File: config.mk
export PLATFORM = sky130hd
export DESIGN_NAME = gpio_bank_regs
export DESIGN_NICKNAME = d
export VERILOG_FILES = /design/src/rtl/gpio_regs_pkg.sv /design/src/rtl/gpio_in_sync_edge.sv /design/src/rtl/gpio_bank_regs.sv
export SDC_FILE = /design/constraint.sdc
export NUM_CORES = 2
export LEC_CHECK = 0
export ABC_CLOCK_PERIOD_IN_PS = 64800
export CELL_PAD_IN_SITES_DETAIL_PLACEMENT = 1
export CELL_PAD_IN_SITES_GLOBAL_PLACEMENT = 2
export CORE_MARGIN = 10
export CORE_UTILIZATION = 44
export CTS_BUF_LIST = sky130_fd_sc_hd__clkbuf_4 sky130_fd_sc_hd__clkbuf_8
export DETAILED_ROUTE_END_ITERATION = 7
export DONT_BUFFER_PORTS = 1
export PLACE_DENSITY_LB_ADDON = 0.25
export SYNTH_ARGS = -nofsm -noshare
export SYNTH_HDL_FRONTEND = slang
export SYNTH_SLANG_ARGS = --single-unit
File: constraint.sdc
create_clock -name reg_clk -period 64.8 [get_ports reg_clk]
set_clock_uncertainty 0.05 [all_clocks]
set_input_delay 19.44 -clock reg_clk [delete_from_list [all_inputs] [get_ports reg_clk]]
set_output_delay 19.44 -clock reg_clk [all_outputs]
set_load 0.1 [all_outputs]
File: src/rtl/gpio_regs_pkg.sv
// gpio_regs_pkg
// Shared definitions for the GPIO register bank:
//   - byte base addresses of every register kind (word i of a kind sits at
//     base + 4*i), plus the single IRQ control address
//   - reg_kind_e, the register kind produced by the word decoder
//   - page_of(), the 256-byte page number of a base address (the decoder
//     matches on page, then uses the low address bits as the word index)
package gpio_regs_pkg;

  localparam logic [15:0] DATA_BASE    = 16'h1000;
  localparam logic [15:0] DDR_BASE     = 16'h1100;
  localparam logic [15:0] OD_BASE      = 16'h1300;
  localparam logic [15:0] SET_BASE     = 16'h1400;
  localparam logic [15:0] CLR_BASE     = 16'h1500;
  localparam logic [15:0] RISE_EN_BASE = 16'h1600;
  localparam logic [15:0] FALL_EN_BASE = 16'h1700;
  localparam logic [15:0] EDGE_ST_BASE = 16'h1800;
  localparam logic [15:0] IRQ_CTL_ADDR = 16'h1900;

  typedef enum logic [3:0] {
    KIND_NONE,
    KIND_DATA,
    KIND_DDR,
    KIND_OD,
    KIND_SET,
    KIND_CLR,
    KIND_RISE_EN,
    KIND_FALL_EN,
    KIND_EDGE_ST,
    KIND_IRQ
  } reg_kind_e;

  function automatic logic [7:0] page_of(input logic [15:0] base);
    return base[15:8];
  endfunction

endpackage

File: src/rtl/gpio_in_sync_edge.sv
// gpio_in_sync_edge
// Two-flop synchroniser for asynchronous pin inputs, followed by a delay
// flop used for edge detection.
// Ports:
//   clk_i       clock
//   rst_i       asynchronous active-high reset (all flops to 0)
//   din_i       raw pin levels, asynchronous to clk_i
//   rise_en_i   per-pin rising-edge enable
//   fall_en_i   per-pin falling-edge enable
//   in_s_o      synchronised pin levels
//   rise_o      enabled rising edge seen this cycle (in_s & ~in_d)
//   fall_o      enabled falling edge seen this cycle (~in_s & in_d)
module gpio_in_sync_edge #(
  parameter int Width = 1
) (
  input  logic             clk_i,
  input  logic             rst_i,
  input  logic [Width-1:0] din_i,
  input  logic [Width-1:0] rise_en_i,
  input  logic [Width-1:0] fall_en_i,
  output logic [Width-1:0] in_s_o,
  output logic [Width-1:0] rise_o,
  output logic [Width-1:0] fall_o
);

  logic [Width-1:0] sync1_q;
  logic [Width-1:0] sync2_q;
  logic [Width-1:0] dly_q;

  always_ff @(posedge clk_i or posedge rst_i) begin
    if (rst_i) begin
      sync1_q <= '0;
      sync2_q <= '0;
      dly_q   <= '0;
    end else begin
      sync1_q <= din_i;
      sync2_q <= sync1_q;
      dly_q   <= sync2_q;
    end
  end

  assign in_s_o = sync2_q;
  assign rise_o = sync2_q & ~dly_q & rise_en_i;
  assign fall_o = ~sync2_q & dly_q & fall_en_i;

endmodule

File: src/rtl/gpio_bank_regs.sv
// gpio_bank_regs
// GPIO register bank: per-pin data, direction and open-drain registers,
// atomic set/clear, synchronised inputs, sticky W1C edge status and a
// registered level interrupt. All state is clocked on reg_clk.
// Ports:
//   reg_clk          register clock
//   reset_in         asynchronous active-high reset
//   chip_sel         qualifies read_reg / write_reg
//   write_reg        one-cycle write strobe
//   read_reg         one-cycle read strobe
//   busaddress       word address (byte address bits [AddrWidth-1:2])
//   busdata_in       write data
//   busdata_fromhm2  read data returned for unmapped addresses
//   gpio_in          raw pin levels (asynchronous)
//   gpio_out         pin drive value
//   gpio_oe          pin output enable
//   busdata_to_cpu   registered read data, held until the next read
//   irq              level interrupt
module gpio_bank_regs
  import gpio_regs_pkg::*;
#(
  parameter int AddrWidth    = 16,
  parameter int BusWidth     = 32,
  parameter int IoRegWidth   = 24,
  parameter int NumIOAddrReg = 6,
  localparam int NumPins     = IoRegWidth * NumIOAddrReg
) (
  input  logic                 reg_clk,
  input  logic                 reset_in,
  input  logic                 chip_sel,
  input  logic                 write_reg,
  input  logic                 read_reg,
  input  logic [AddrWidth-1:2] busaddress,
  input  logic [BusWidth-1:0]  busdata_in,
  input  logic [BusWidth-1:0]  busdata_fromhm2,
  input  logic [NumPins-1:0]   gpio_in,
  output logic [NumPins-1:0]   gpio_out,
  output logic [NumPins-1:0]   gpio_oe,
  output logic [BusWidth-1:0]  busdata_to_cpu,
  output logic                 irq
);

  // ---------------------------------------------------------------------
  // Word decoder: a 256-byte page selects the kind, byte address bits
  // [7:2] select the word (so up to 64 words per kind).
  // ---------------------------------------------------------------------
  logic [AddrWidth-9:0]  page;
  logic [5:0]            word;
  reg_kind_e             kind;
  logic                  wr_en;
  logic                  rd_en;
  logic [IoRegWidth-1:0] wdata;

  assign page  = busaddress[AddrWidth-1:8];
  assign word  = busaddress[7:2];
  assign wr_en = chip_sel & write_reg;
  assign rd_en = chip_sel & read_reg;
  assign wdata = busdata_in[IoRegWidth-1:0];

  function automatic logic page_is(input logic [AddrWidth-9:0] pg,
                                   input logic [15:0] base);
    return pg == (AddrWidth-8)'(page_of(base));
  endfunction

  always_comb begin
    kind = KIND_NONE;
    if (int'(word) < NumIOAddrReg) begin
      if      (page_is(page, DATA_BASE))    kind = KIND_DATA;
      else if (page_is(page, DDR_BASE))     kind = KIND_DDR;
      else if (page_is(page, OD_BASE))      kind = KIND_OD;
      else if (page_is(page, SET_BASE))     kind = KIND_SET;
      else if (page_is(page, CLR_BASE))     kind = KIND_CLR;
      else if (page_is(page, RISE_EN_BASE)) kind = KIND_RISE_EN;
      else if (page_is(page, FALL_EN_BASE)) kind = KIND_FALL_EN;
      else if (page_is(page, EDGE_ST_BASE)) kind = KIND_EDGE_ST;
    end
    if (page_is(page, IRQ_CTL_ADDR) && word == 6'd0) kind = KIND_IRQ;
  end

  // ---------------------------------------------------------------------
  // Input synchroniser and edge detect across all pins
  // ---------------------------------------------------------------------
  logic [NumPins-1:0] in_s;
  logic [NumPins-1:0] rise;
  logic [NumPins-1:0] fall;
  logic [NumPins-1:0] rise_en_flat;
  logic [NumPins-1:0] fall_en_flat;
  logic [NumPins-1:0] edge_flat;

  gpio_in_sync_edge #(
    .Width(NumPins)
  ) u_sync (
    .clk_i    (reg_clk),
    .rst_i    (reset_in),
    .din_i    (gpio_in),
    .rise_en_i(rise_en_flat),
    .fall_en_i(fall_en_flat),
    .in_s_o   (in_s),
    .rise_o   (rise),
    .fall_o   (fall)
  );

  // ---------------------------------------------------------------------
  // Per-word register slices
  // ---------------------------------------------------------------------
  logic [IoRegWidth-1:0] in_word      [NumIOAddrReg];
  logic [IoRegWidth-1:0] ddr_word     [NumIOAddrReg];
  logic [IoRegWidth-1:0] od_word      [NumIOAddrReg];
  logic [IoRegWidth-1:0] rise_en_word [NumIOAddrReg];
  logic [IoRegWidth-1:0] fall_en_word [NumIOAddrReg];
  logic [IoRegWidth-1:0] edge_word    [NumIOAddrReg];

  for (genvar gi = 0; gi < NumIOAddrReg; gi++) begin : g_word
    localparam int Lo = gi * IoRegWidth;

    logic                  hit;
    logic [IoRegWidth-1:0] io_q, io_d;
    logic [IoRegWidth-1:0] ddr_q, ddr_d;
    logic [IoRegWidth-1:0] od_q, od_d;
    logic [IoRegWidth-1:0] rise_en_q, rise_en_d;
    logic [IoRegWidth-1:0] fall_en_q, fall_en_d;
    logic [IoRegWidth-1:0] edge_q, edge_d;
    logic [IoRegWidth-1:0] w1c;

    assign hit = wr_en && (word == 6'(gi));

    always_comb begin
      io_d      = io_q;
      ddr_d     = ddr_q;
      od_d      = od_q;
      rise_en_d = rise_en_q;
      fall_en_d = fall_en_q;
      w1c       = '0;
      if (hit) begin
        case (kind)
          KIND_DATA:    io_d      = wdata;
          KIND_SET:     io_d      = io_q | wdata;
          KIND_CLR:     io_d      = io_q & ~wdata;
          KIND_DDR:     ddr_d     = wdata;
          KIND_OD:      od_d      = wdata;
          KIND_RISE_EN: rise_en_d = wdata;
          KIND_FALL_EN: fall_en_d = wdata;
          KIND_EDGE_ST: w1c       = wdata;
          default: ;
        endcase
      end
      // Clear first, then OR in new edges: a fresh edge survives a
      // same-cycle write-1-to-clear.
      edge_d = (edge_q & ~w1c) | rise[Lo +: IoRegWidth] | fall[Lo +: IoRegWidth];
    end

    always_ff @(posedge reg_clk or posedge reset_in) begin
      if (reset_in) begin
        io_q      <= '0;
        ddr_q     <= '0;
        od_q      <= '0;
        rise_en_q <= '0;
        fall_en_q <= '0;
        edge_q    <= '0;
      end else begin
        io_q      <= io_d;
        ddr_q     <= ddr_d;
        od_q      <= od_d;
        rise_en_q <= rise_en_d;
        fall_en_q <= fall_en_d;
        edge_q    <= edge_d;
      end
    end

    // Open-drain pins only ever pull low: drive enabled when io is 0.
    assign gpio_out[Lo +: IoRegWidth] = io_q & ~od_q;
    assign gpio_oe[Lo +: IoRegWidth]  = (od_q & ~io_q) | (~od_q & ddr_q);

    assign rise_en_flat[Lo +: IoRegWidth] = rise_en_q;
    assign fall_en_flat[Lo +: IoRegWidth] = fall_en_q;
    assign edge_flat[Lo +: IoRegWidth]    = edge_q;

    assign in_word[gi]      = in_s[Lo +: IoRegWidth];
    assign ddr_word[gi]     = ddr_q;
    assign od_word[gi]      = od_q;
    assign rise_en_word[gi] = rise_en_q;
    assign fall_en_word[gi] = fall_en_q;
    assign edge_word[gi]    = edge_q;
  end

  if (BusWidth > IoRegWidth) begin : g_upper
    logic unused_upper;
    assign unused_upper = ^busdata_in[BusWidth-1:IoRegWidth];
  end

  // ---------------------------------------------------------------------
  // IRQ control, interrupt and read mux
  // ---------------------------------------------------------------------
  logic                  irq_en_q, irq_en_d;
  logic                  irq_q, irq_d;
  logic [BusWidth-1:0]   busdata_q, busdata_d;
  logic [IoRegWidth-1:0] rd_field;

  always_comb begin
    irq_en_d = irq_en_q;
    if (wr_en && kind == KIND_IRQ) irq_en_d = busdata_in[0];
    irq_d = irq_en_q & (|edge_flat);
  end

  always_comb begin
    rd_field = '0;
    for (int w = 0; w < NumIOAddrReg; w++) begin
      if (int'(word) == w) begin
        case (kind)
          KIND_DATA:    rd_field = in_word[w];
          KIND_DDR:     rd_field = ddr_word[w];
          KIND_OD:      rd_field = od_word[w];
          KIND_RISE_EN: rd_field = rise_en_word[w];
          KIND_FALL_EN: rd_field = fall_en_word[w];
          KIND_EDGE_ST: rd_field = edge_word[w];
          default: ;
        endcase
      end
    end
    busdata_d = busdata_q;
    if (rd_en) begin
      case (kind)
        KIND_NONE: busdata_d = busdata_fromhm2;
        KIND_IRQ:  busdata_d = BusWidth'(irq_en_q);
        default:   busdata_d = BusWidth'(rd_field);
      endcase
    end
  end

  always_ff @(posedge reg_clk or posedge reset_in) begin
    if (reset_in) begin
      irq_en_q  <= 1'b0;
      irq_q     <= 1'b0;
      busdata_q <= '0;
    end else begin
      irq_en_q  <= irq_en_d;
      irq_q     <= irq_d;
      busdata_q <= busdata_d;
    end
  end

  assign busdata_to_cpu = busdata_q;
  assign irq            = irq_q;

endmodule

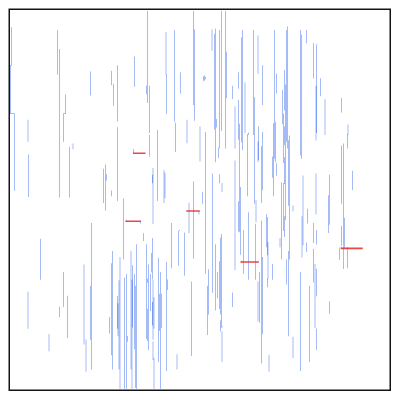
(metal layers overlaid)
Drawn at 1 px/micron. Two of the layers only.
[red] met5 | wire length: 73.6 microns
[blue] met4 | wire length: 10900 microns
Routed WL: 242900 microns
detailed-route wire length per cell: 33.76 microns
total track usage: 0.3271
vias post-DR: 45.47k

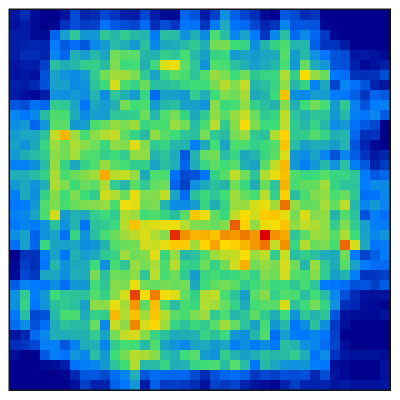
(wiring heat map)
Drawn at 1 px/micron. The die is cut into 38 by 38 equal tiles; dark blue is low, red is high, scaled to the fullest tile. Values are wire area over tile area, all layers added.
fullest tile: 0.74
nearly empty tiles: 5.8%
tiles over half the peak: 31%
mean over tiles: 0.29
densest ninth of the die: middle

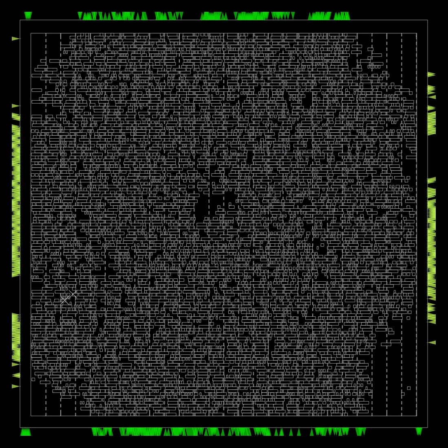
(cell placement)
Flops: 1330
Cell Rows: 131
utilization after layout: 0.5187
Non-Filler Instances: 7195
fillers: 13.39k

==> flow_summary.ini <==
; generated from flow reports
[status]
status = finished with violations
violations = design-rule violations

[floorplan]
core_area_sq_mm = 0.1280

[detailed_routing]
drc = 3
drt_iter0_drc = 4970

[pwr]
switching_share = 0.2460
switchingPower_uw = 425.5
clkPwrFrac = 0.472
p_total_uw = 1729
power.internal_uw = 1304

[place]
place.gp.congestion = 0.9175
post-place-cells = 6779
post-dp-hpwl_microns = 163800

[synthesis]
synth_area_sq_mm = 0.05687
ys_warn_count = 0
synth_top_flop_cell = dfrtp_1
avgSynthCellArea_sq_um = 11.27
ys_ff = 1330
area_leaders = dfrtp_1, mux2_2, nand2_1
ys_cells = 5048

[finish]
most-common-layout-cells = dfrtp_1, nand2_1, mux2_2

[global_route]
grt_max_degree = 119
grt_pass1_wl_microns = 346000

[critical_path]
end_kind = flip-flop
worstSetupStartpointType = input port
arrival_ns = 24.23
reg2reg_slack_ns = 61.68
r2r_cells = 4

[cts]
clkLatencyLatePin_ns = 1.00
hold_buffers = 0
cts.sinks = 1330
clkTransAtPathRegs_ns = 0.06
cts_root_buffer = clkbuf_8

[worst_hold_path]
min_from = u_sync.sync1_q[111]$_DFF_PP0_

[timing]
hold_viol = 0
worstMarginPinSlew_ns = 1.399
finalSetupViolCount = 0
fmax_mhz = 42.67
holdWs_ns = 0.2699
final.setup.tns_ns = 0

[flow_run]
cap_violations = 0
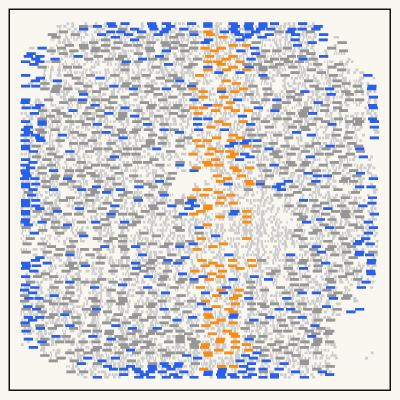
(flops by top-level scope)
Drawn at 1 px/micron.
[blue] `u_sync` | sequential cells: 432 | where: widely spread
[orange] `g_word[2]` | sequential cells: 144 | where: a vertical strip down the middle
not colored: 754
Die Area: 0.1440 sq mm

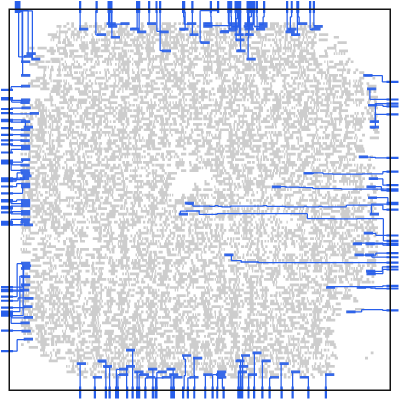
(port wiring)
Drawn at 1 px/micron.
[blue] `gpio_in` | direction: input | end cells: 144 | buffers: 0 | wire: 4290 microns
Port Buffer Count: 0
Ports: 548

## per-stage QoR
step,util,cell area (sq um),setup WS [ns]
6_report,0.5187,66400,41.37
5_1_grt,0.5186,66390,41.34
4_1_cts,0.5185,66370,41.78
3_5_place_dp,0.4804,61490,40.72
3_3_place_gp,0.4804,61490,40.69
2_1_floorplan,-,56870,7.818
## area by class of cell
type | count | area share
diodes | 12 | 0.0004522
repair buffers | 340 | 0.03863
well taps | 1729 | 0.03258
clock buffers | 372 | 0.06900
inverters | 24 | 0.001470
multi-input cells | 3356 | 0.3522
clock inverters | 32 | 0.004447
flip-flops and latches | 1330 | 0.5012
## cell usage after synthesis (46+ instances only)
library cell     n
nor2_1         219
a222oi_1        79
clkbuf_1       225
and3_1          46
mux2_2         567
o21ai_0        227
nor2b_1        145
a22oi_1         57
buf_2           91
mux2i_1         56
a21oi_1        231
dfrtp_1       1330
o211ai_1       190
nand3b_1       147
nand3_1         65
nand2_1        889
a31oi_1         50
## worst max-delay path, cell delays in order
cell	delay [ns]
nor2_1	0.42
nand3_1	0.63
a21oi_4	0.78
buf_4	0.62
mux2i_1	0.16
a2111oi_0	1.08
a221oi_1	0.56
o22ai_1	0.35
a21oi_1	0.12
## sequential cells by signal, indices dropped and copies added (netlist names)
name / cells
busdata_to_cpu: 32
g_word.ddr_q: 144
g_word.edge_q: 144
g_word.fall_en_q: 144
g_word.io_q: 144
g_word.od_q: 144
g_word.rise_en_q: 144
irq: 1
irq_en_q: 1
u_sync.dly_q: 144
u_sync.in_s_o: 144
u_sync.sync1_q: 144
## worst max path at each step
| stage | startpoint | endpoint | slack [ns] | cells past startpoint |
|---|---|---|---|---|
| finish | busaddress[2] | busdata_to_cpu[8]$_DFFE_PP0P_ | 41.37 | 9 |
| global route | busaddress[2] | busdata_to_cpu[8]$_DFFE_PP0P_ | 41.34 | 9 |
| CTS | busaddress[2] | busdata_to_cpu[8]$_DFFE_PP0P_ | 41.78 | 9 |
| detailed placement | busaddress[2] | busdata_to_cpu[8]$_DFFE_PP0P_ | 40.72 | 9 |
| global placement | busaddress[2] | busdata_to_cpu[8]$_DFFE_PP0P_ | 40.69 | 9 |
| floorplan | reset_in | busdata_to_cpu[0]$_DFFE_PP0P_ | 7.82 | 1 |
## power groups by stage
stage          clock (uW)  sequential (uW)  combinational, uW
2_1_floorplan           0              888               29.1
3_3_place_gp            0              893               32.7
3_5_place_dp            0              894               33.3
4_1_cts               828              879               33.5
5_1_grt               866              881               36.7
6_report              817              880               32.9
## cells by family (layout without fill, tap and decap cells)
logic type | after synthesis | in the layout | synth area share
simple gates | 1648 | 1648 | 0.1358
flops | 1330 | 1330 | 0.5853
compound gates | 1083 | 1083 | 0.1303
mux | 625 | 625 | 0.1225
buf+inv | 362 | 768 | 0.02609
other cells | 0 | 12 | 0
## routing by layer
metal	wire (microns)	GRT usage
met1	98220	0.4333
met3	25400	0.1000
met2	108300	0.4967
met5	73	0
met4	10870	0.1359
Power and IR drop assume default switching activity.
